===== src/rtl/l1i_pkg.sv =====
// rtl/l1i_pkg.sv - shared types and width helpers for the direct-mapped L1 instruction cache
package l1i_pkg;

    typedef enum logic [1:0] {
        ST_IDLE   = 2'd0,
        ST_LOOKUP = 2'd1,
        ST_REFILL = 2'd2,
        ST_RESP   = 2'd3
    } state_e;

    localparam int WB_BL_W = 10;

    function automatic int woff_w(input int line_words);
        return $clog2(line_words);
    endfunction

    function automatic int index_w(input int sets);
        return $clog2(sets);
    endfunction

    function automatic int tag_w(input int addr_len, input int sets, input int line_words);
        return addr_len - $clog2(sets) - $clog2(line_words) - 2;
    endfunction

endpackage


===== src/rtl/l1i_valid_array.sv =====
// rtl/l1i_valid_array.sv - per-line valid flops with single set and global clear
module l1i_valid_array #(
    parameter int SETS    = 64,
    parameter int INDEX_W = 6
) (
    input  logic               clk,
    input  logic               rst,
    input  logic               set_i,
    input  logic [INDEX_W-1:0] set_idx_i,
    input  logic               clr_all_i,
    input  logic [INDEX_W-1:0] rd_idx_i,
    output logic               rd_valid_o
);

    logic [SETS-1:0] valid_q;

    // Clear-all takes priority so a flush racing a refill completion leaves the line invalid
    always_ff @(posedge clk) begin
        if (rst || clr_all_i) begin
            valid_q <= '0;
        end else if (set_i) begin
            valid_q[set_idx_i] <= 1'b1;
        end
    end

    assign rd_valid_o = valid_q[rd_idx_i];

endmodule


===== src/rtl/l1icache_dm_param.sv =====
// rtl/l1icache_dm_param.sv - parametrised direct-mapped L1 instruction cache with burst refill
module l1icache_dm_param
    import l1i_pkg::*;
#(
    parameter int ADDR_LEN   = 32,
    parameter int DATA_LEN   = 32,
    parameter int SETS       = 64,
    parameter int LINE_WORDS = 4,
    localparam int WOFF_W    = woff_w(LINE_WORDS),
    localparam int OFFSET_W  = WOFF_W + 2,
    localparam int INDEX_W   = index_w(SETS),
    localparam int TAG_W     = tag_w(ADDR_LEN, SETS, LINE_WORDS)
) (
    input  logic                      clk,
    input  logic                      rst,
    input  logic                      req_valid_i,
    output logic                      req_ready_o,
    input  logic [ADDR_LEN-1:0]       req_addr_i,
    output logic                      resp_valid_o,
    input  logic                      resp_ready_i,
    output logic [DATA_LEN-1:0]       ld_data_o,
    output logic [ADDR_LEN-1:0]       resp_addr_o,
    input  logic                      flush_i,
    output logic                      tag_csb_o,
    output logic                      tag_web_o,
    output logic [INDEX_W-1:0]        tag_addr_o,
    output logic [TAG_W-1:0]          tag_wdata_o,
    input  logic [TAG_W-1:0]          tag_rdata_i,
    output logic                      data_csb_o,
    output logic                      data_web_o,
    output logic [INDEX_W+WOFF_W-1:0] data_addr_o,
    output logic [DATA_LEN-1:0]       data_wdata_o,
    input  logic [DATA_LEN-1:0]       data_rdata_i,
    output logic                      wb_cyc_o,
    output logic                      wb_stb_o,
    output logic                      wb_we_o,
    output logic [ADDR_LEN-1:0]       wb_adr_o,
    output logic [WB_BL_W-1:0]        wb_bl_o,
    input  logic                      wb_ack_i,
    input  logic [DATA_LEN-1:0]       wb_dat_i
);

    state_e              state_q, state_d;
    logic [ADDR_LEN-1:0] addr_q;
    logic [WOFF_W-1:0]   cnt_q;
    logic [DATA_LEN-1:0] resp_q;
    logic                flush_pend_q;

    logic [INDEX_W-1:0]  req_idx, idx_q;
    logic [WOFF_W-1:0]   req_word, word_q;
    logic [TAG_W-1:0]    tag_q;
    logic                req_hs, valid_rd, hit, refill_ack, last_beat, clr_all;

    assign req_idx  = req_addr_i[OFFSET_W+INDEX_W-1:OFFSET_W];
    assign req_word = req_addr_i[OFFSET_W-1:2];
    assign idx_q    = addr_q[OFFSET_W+INDEX_W-1:OFFSET_W];
    assign word_q   = addr_q[OFFSET_W-1:2];
    assign tag_q    = addr_q[ADDR_LEN-1:OFFSET_W+INDEX_W];

    // Requests are refused during reset and while any flush is outstanding
    assign req_ready_o = (state_q == ST_IDLE) & ~flush_i & ~flush_pend_q & ~rst;
    assign req_hs      = req_valid_i & req_ready_o;
    assign hit         = valid_rd & (tag_rdata_i == tag_q);
    assign refill_ack  = (state_q == ST_REFILL) & wb_ack_i;
    assign last_beat   = refill_ack & (cnt_q == '1);
    assign clr_all     = (state_q == ST_IDLE) & (flush_i | flush_pend_q);

    l1i_valid_array #(
        .SETS    (SETS),
        .INDEX_W (INDEX_W)
    ) u_valid (
        .clk        (clk),
        .rst        (rst),
        .set_i      (last_beat),
        .set_idx_i  (idx_q),
        .clr_all_i  (clr_all),
        .rd_idx_i   (idx_q),
        .rd_valid_o (valid_rd)
    );

    // State register
    always_ff @(posedge clk) begin
        if (rst) begin
            state_q <= ST_IDLE;
        end else begin
            state_q <= state_d;
        end
    end

    // Next-state logic
    always_comb begin
        state_d = state_q;
        case (state_q)
            ST_IDLE:   if (req_hs) state_d = ST_LOOKUP;
            ST_LOOKUP: state_d = hit ? ST_RESP : ST_REFILL;
            ST_REFILL: if (last_beat) state_d = ST_RESP;
            ST_RESP:   if (resp_ready_i) state_d = ST_IDLE;
            default:   state_d = ST_IDLE;
        endcase
    end

    // SRAM strobes: lookup read on handshake, data write per beat, tag write on the final beat
    always_comb begin
        tag_csb_o    = 1'b1;
        tag_web_o    = 1'b1;
        tag_addr_o   = '0;
        tag_wdata_o  = '0;
        data_csb_o   = 1'b1;
        data_web_o   = 1'b1;
        data_addr_o  = '0;
        data_wdata_o = '0;
        if (req_hs) begin
            tag_csb_o   = 1'b0;
            tag_addr_o  = req_idx;
            data_csb_o  = 1'b0;
            data_addr_o = {req_idx, req_word};
        end else if (refill_ack) begin
            data_csb_o   = 1'b0;
            data_web_o   = 1'b0;
            data_addr_o  = {idx_q, cnt_q};
            data_wdata_o = wb_dat_i;
            if (last_beat) begin
                tag_csb_o   = 1'b0;
                tag_web_o   = 1'b0;
                tag_addr_o  = idx_q;
                tag_wdata_o = tag_q;
            end
        end
    end

    assign wb_cyc_o     = (state_q == ST_REFILL);
    assign wb_stb_o     = wb_cyc_o;
    assign wb_we_o      = 1'b0;
    assign wb_adr_o     = wb_cyc_o ? {addr_q[ADDR_LEN-1:OFFSET_W], {OFFSET_W{1'b0}}} : '0;
    assign wb_bl_o      = wb_cyc_o ? WB_BL_W'(LINE_WORDS) : '0;
    assign resp_valid_o = (state_q == ST_RESP);
    assign ld_data_o    = resp_q;
    assign resp_addr_o  = addr_q;

    // Request address, beat counter, response buffer and deferred-flush flag
    always_ff @(posedge clk) begin
        if (rst) begin
            addr_q       <= '0;
            cnt_q        <= '0;
            resp_q       <= '0;
            flush_pend_q <= 1'b0;
        end else begin
            if (req_hs) begin
                addr_q <= req_addr_i;
                cnt_q  <= '0;
            end
            if ((state_q == ST_LOOKUP) && hit) begin
                resp_q <= data_rdata_i;
            end
            if (refill_ack) begin
                cnt_q <= cnt_q + WOFF_W'(1);
                if (cnt_q == word_q) begin
                    resp_q <= wb_dat_i;
                end
            end
            if (state_q == ST_IDLE) begin
                flush_pend_q <= 1'b0;
            end else if (flush_i) begin
                flush_pend_q <= 1'b1;
            end
        end
    end

endmodule


===== config.mk =====
export PLATFORM = sky130hd
export DESIGN_NAME = l1icache_dm_param
export DESIGN_NICKNAME = d
export VERILOG_FILES = /design/src/rtl/l1i_pkg.sv /design/src/rtl/l1i_valid_array.sv /design/src/rtl/l1icache_dm_param.sv
export SDC_FILE = /design/constraint.sdc
export NUM_CORES = 1
export LEC_CHECK = 0
export CORE_UTILIZATION = 30
export DETAILED_ROUTE_END_ITERATION = 6
export DONT_BUFFER_PORTS = 1
export PLACE_DENSITY = 0.51
export SYNTH_ARGS = -nofsm -noshare
export SYNTH_HDL_FRONTEND = slang
export SYNTH_HIERARCHICAL = 1
export SYNTH_SLANG_ARGS = --single-unit

===== constraint.sdc =====
create_clock -name clk -period 3.6 [get_ports clk]
set_input_delay 0.54 -clock clk [delete_from_list [all_inputs] [get_ports clk]]
set_output_delay 0.54 -clock clk [all_outputs]
set_load 0.03 [all_outputs]

Figure 1. Layout detail (run 1).
Window x 56 to 96, y 26 to 66 µm. Cells in grey, sequential cells in the stronger grey; small squares are vias.
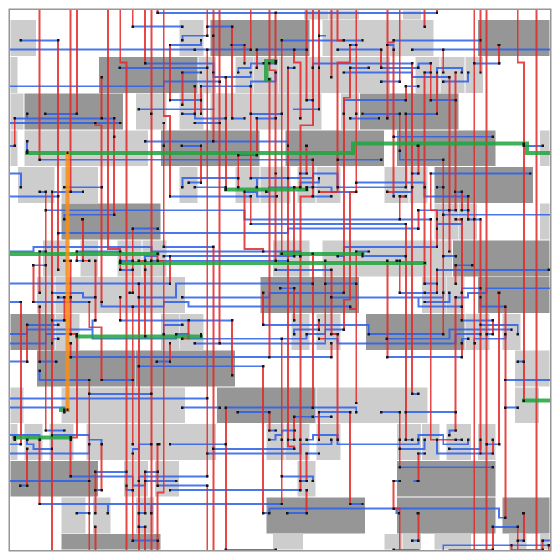
legend:
  green:
    layer: M3
  red:
    layer: M2
  orange:
    layer: M4
  blue:
    layer: M1
cells with their middle in the window: 83
sequential cells in the window: 21
netlist names of flops here include: u_valid/valid_q (19), resp_addr_o (2)
most frequent: a21oi_1 (23), dfxtp_1 (21), nor2_1 (21)

Figure 2. Cell placement (run 1).
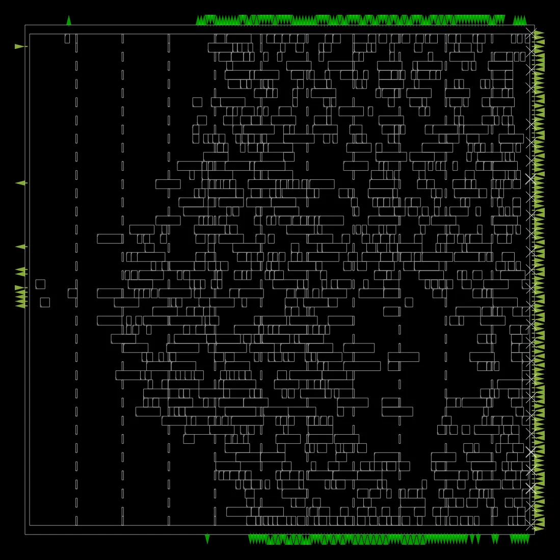
fin util: 34.8%
flip-flops: 133

Figure 3. M3 wires (run 1).
The bar under the picture is 50 µm long.
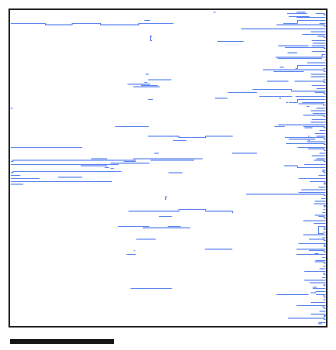
wire length on this layer: 1870 µm
main direction: horizontal
share of all routed wire: 8.2%
longest straight run: 59.1 µm
nets with wire on the layer: 152

Figure 4. Clock wires, drivers and flops (run 1).
The bar under the picture is 50 µm long.
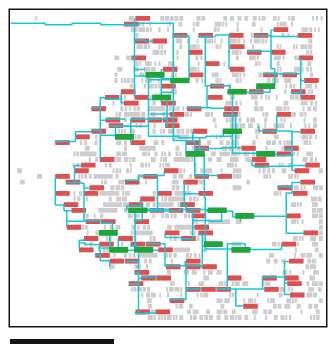
legend:
  cyan:
    item: clock wires
    length: 1880 µm
  red:
    item: flip-flops
    count: 133
  green:
    item: clock-net drivers
    count: 17
flops lie: widely spread

run 1: critical path, cell delays in order, from the launching register on:
cell	delay, ps
dfxtp_1	330
inv_1	140
ha_1	260
nor4b_2	380
and2_2	550
nand2_1	150
o21ai_0	190
buf_4	230
run 1: cell type report:
class	count	share of cell area (%)
well taps	280	4.59
flip-flops and latches	133	34.9
clock inverters	13	1.44
clock buffers	18	5.75
inverters	11	0.541
multi-input cells	627	48.6
repair buffers	43	4.23
run 1: power groups by stage:
stage                     logic (mW)  clock network, mW  registers (mW)
after floorplan                0.696                  0            1.87
after global placement         0.865                  0            1.89
after detailed placement       0.872                  0            1.89
after CTS                      0.874               1.67            1.86
after global routing           0.959               1.73            1.87
final                          0.869               1.63            1.86
==> impl_metrics.yaml, run 1 <==
# generated from flow reports
run_status:
  status: "complete, but fails checks"
  violations: "design-rule violations"
final_timing:
  final.setup.tns_ps: 0
  tightest_slew_ps: 1130
  slew_headroom_pct: 24.7
  fin_ws_ps: 401
routing:
  wl_met2_um: 11300
  route.detailed.drc: 31
  wl_met3_um: 1870
power:
  cellPowerDensity_nw_per_um2: 570
  power_switching_mw: 1.54
logic_synthesis:
  async_flop_share_pct: 0
  yosysUniqueCellTypes: 47
  ys_cells: 843
  synth-seq-cells: 133
final_layout:
  fill_cells: 2309
  layout-drive-gt1-share_pct: 10.9
  fin_area_um2: 7630
  combGateArea_um2: 3710
setup_path:
  cp.arrival_ps: 2660
  reg2reg_slack_ps: 510
  reg2reg_depth: 10
  critPathCapture: "tag_addr_o[5]"
floorplanning:
  die_h_um: 152
  initCoreUtil_pct: 30.9
clocking:
  cts.hold.buffers_added: 0
placed_design:
  pre_cts_slack_ps: 523
  hpwl_um: 15900
  placed_cell_area_um2: 7080
min_path:
  hp-start: "req_addr_i[13]"
  hold_depth: 2
global_routing:
  gr-total-overflow: 0
==> run 2: changes to the inputs <==
--- a/config.mk
+++ b/config.mk
@@ -5,7 +5,9 @@
 export SDC_FILE = /design/constraint.sdc
 export NUM_CORES = 1
 export LEC_CHECK = 0
+export CORE_MARGIN = 8
 export CORE_UTILIZATION = 30
+export CTS_CLUSTER_SIZE = 14
 export DETAILED_ROUTE_END_ITERATION = 6
 export DONT_BUFFER_PORTS = 1
 export PLACE_DENSITY = 0.51
Figure 5. Clock wires, drivers and flops (run 2).
The bar under the picture is 50 µm long.
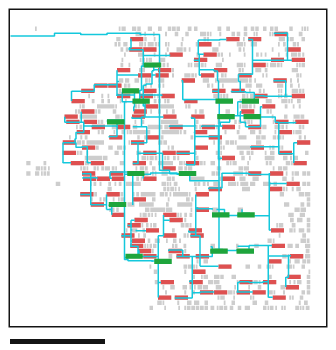
legend:
  red:
    item: flip-flops
    count: 133
  cyan:
    item: clock wires
    length: 1890 µm
  green:
    item: clock-net drivers
    count: 17
routed clock nets: 18

Figure 6. M3 wires (run 2).
The bar under the picture is 50 µm long.
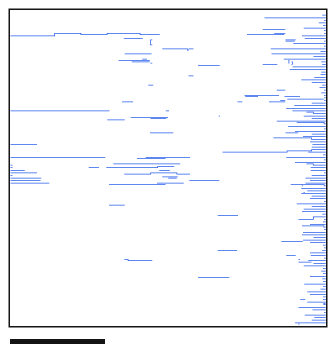
vias: 6047
total wire length: 25300 µm

Figure 7. Metal layers overlaid (run 2).
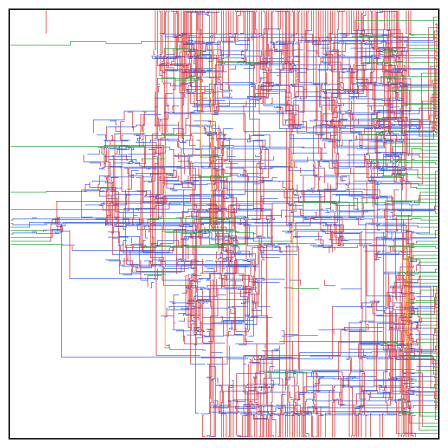
legend:
  orange:
    layer: M4
    wire_length: 377 µm
  red:
    layer: M2
    wire_length: 12400 µm
  blue:
    layer: M1
    wire_length: 10600 µm
  green:
    layer: M3
    wire_length: 1890 µm

==> run 2 against run 1 <==
Sequential power hardly changed. Final cell count is 0.80% higher. The run now ends clean. Clock skew is 4.8 ps higher. Combinational power is 2.6% higher. Utilization is 0.47 points lower. Critical endpoint is now data_addr_o[0]. Power is 1.9% higher. Clock-buffer cell count stayed put. Clock power is 2% higher. Largest power group unchanged. Global-route usage is 1.6 points lower. Worst hold slack worse by 22 ps. Synthesized area stayed put. Critical path depth is 1 higher.
==> impl_metrics.yaml, run 2 <==
# generated from flow reports
run_status:
  status: "finished, final reports clean"
power:
  cellPowerDensity_nw_per_um2: 576
  pg_seq_mw: 1.87
  powerComb_mw: 0.892
  powerClk_mw: 1.67
setup_path:
  crit_buf_inv: 3
  cp.arrival_ps: 2810
  cpMostUsedCell: "buf_4"
  worst_path_largest_cell_delay_ps: 440
  worstPathCellList: "inv_1, ha_1, nor4b_2, buf_4, nand2_2, nand2_1, o21ai_0, buf_4"
final_layout:
  fin_area_um2: 7690
  post-route-util_pct: 34.3
placed_design:
  placed_cell_area_um2: 7120
  pre_cts_slack_ps: 475
  hpwl_um: 18300
clocking:
  cts.hold.buffers_added: 0
min_path:
  hold_depth: 1
routing:
  wl_met3_um: 1890
  route.detailed.drc: 0
  wl_met2_um: 12400
logic_synthesis:
  async_flop_share_pct: 0
  ys_cells: 843
  yosysUniqueCellTypes: 47
floorplanning:
  initCoreUtil_pct: 30.2
  die_h_um: 166
final_timing:
  slew_headroom_pct: 38.3
  fin_ws_ps: 252
  tightest_slew_ps: 923
global_routing:
  gr-total-overflow: 0
run 2: area by class of cell:
type / count / area [µm²]
Clock buffer: 18 / 439
Clock inverter: 14 / 128
Fill cell: 2363 / 14700
Inverter: 11 / 41.3
Multi-Input combinational cell: 627 / 3710
Sequential cell: 133 / 2660
Tap cell: 285 / 357
Timing Repair Buffer: 46 / 358
run 2: worst max-delay path by stage:
stage	depth (start not counted)	to
after floorplan	12	ld_data_o[11]
final	8	data_addr_o[0]
after global routing	8	tag_addr_o[3]
after detailed placement	10	ld_data_o[14]
after CTS	8	data_addr_o[5]
after global placement	10	ld_data_o[24]
Power figures rest on the tool's default switching activity, not on a simulated workload.
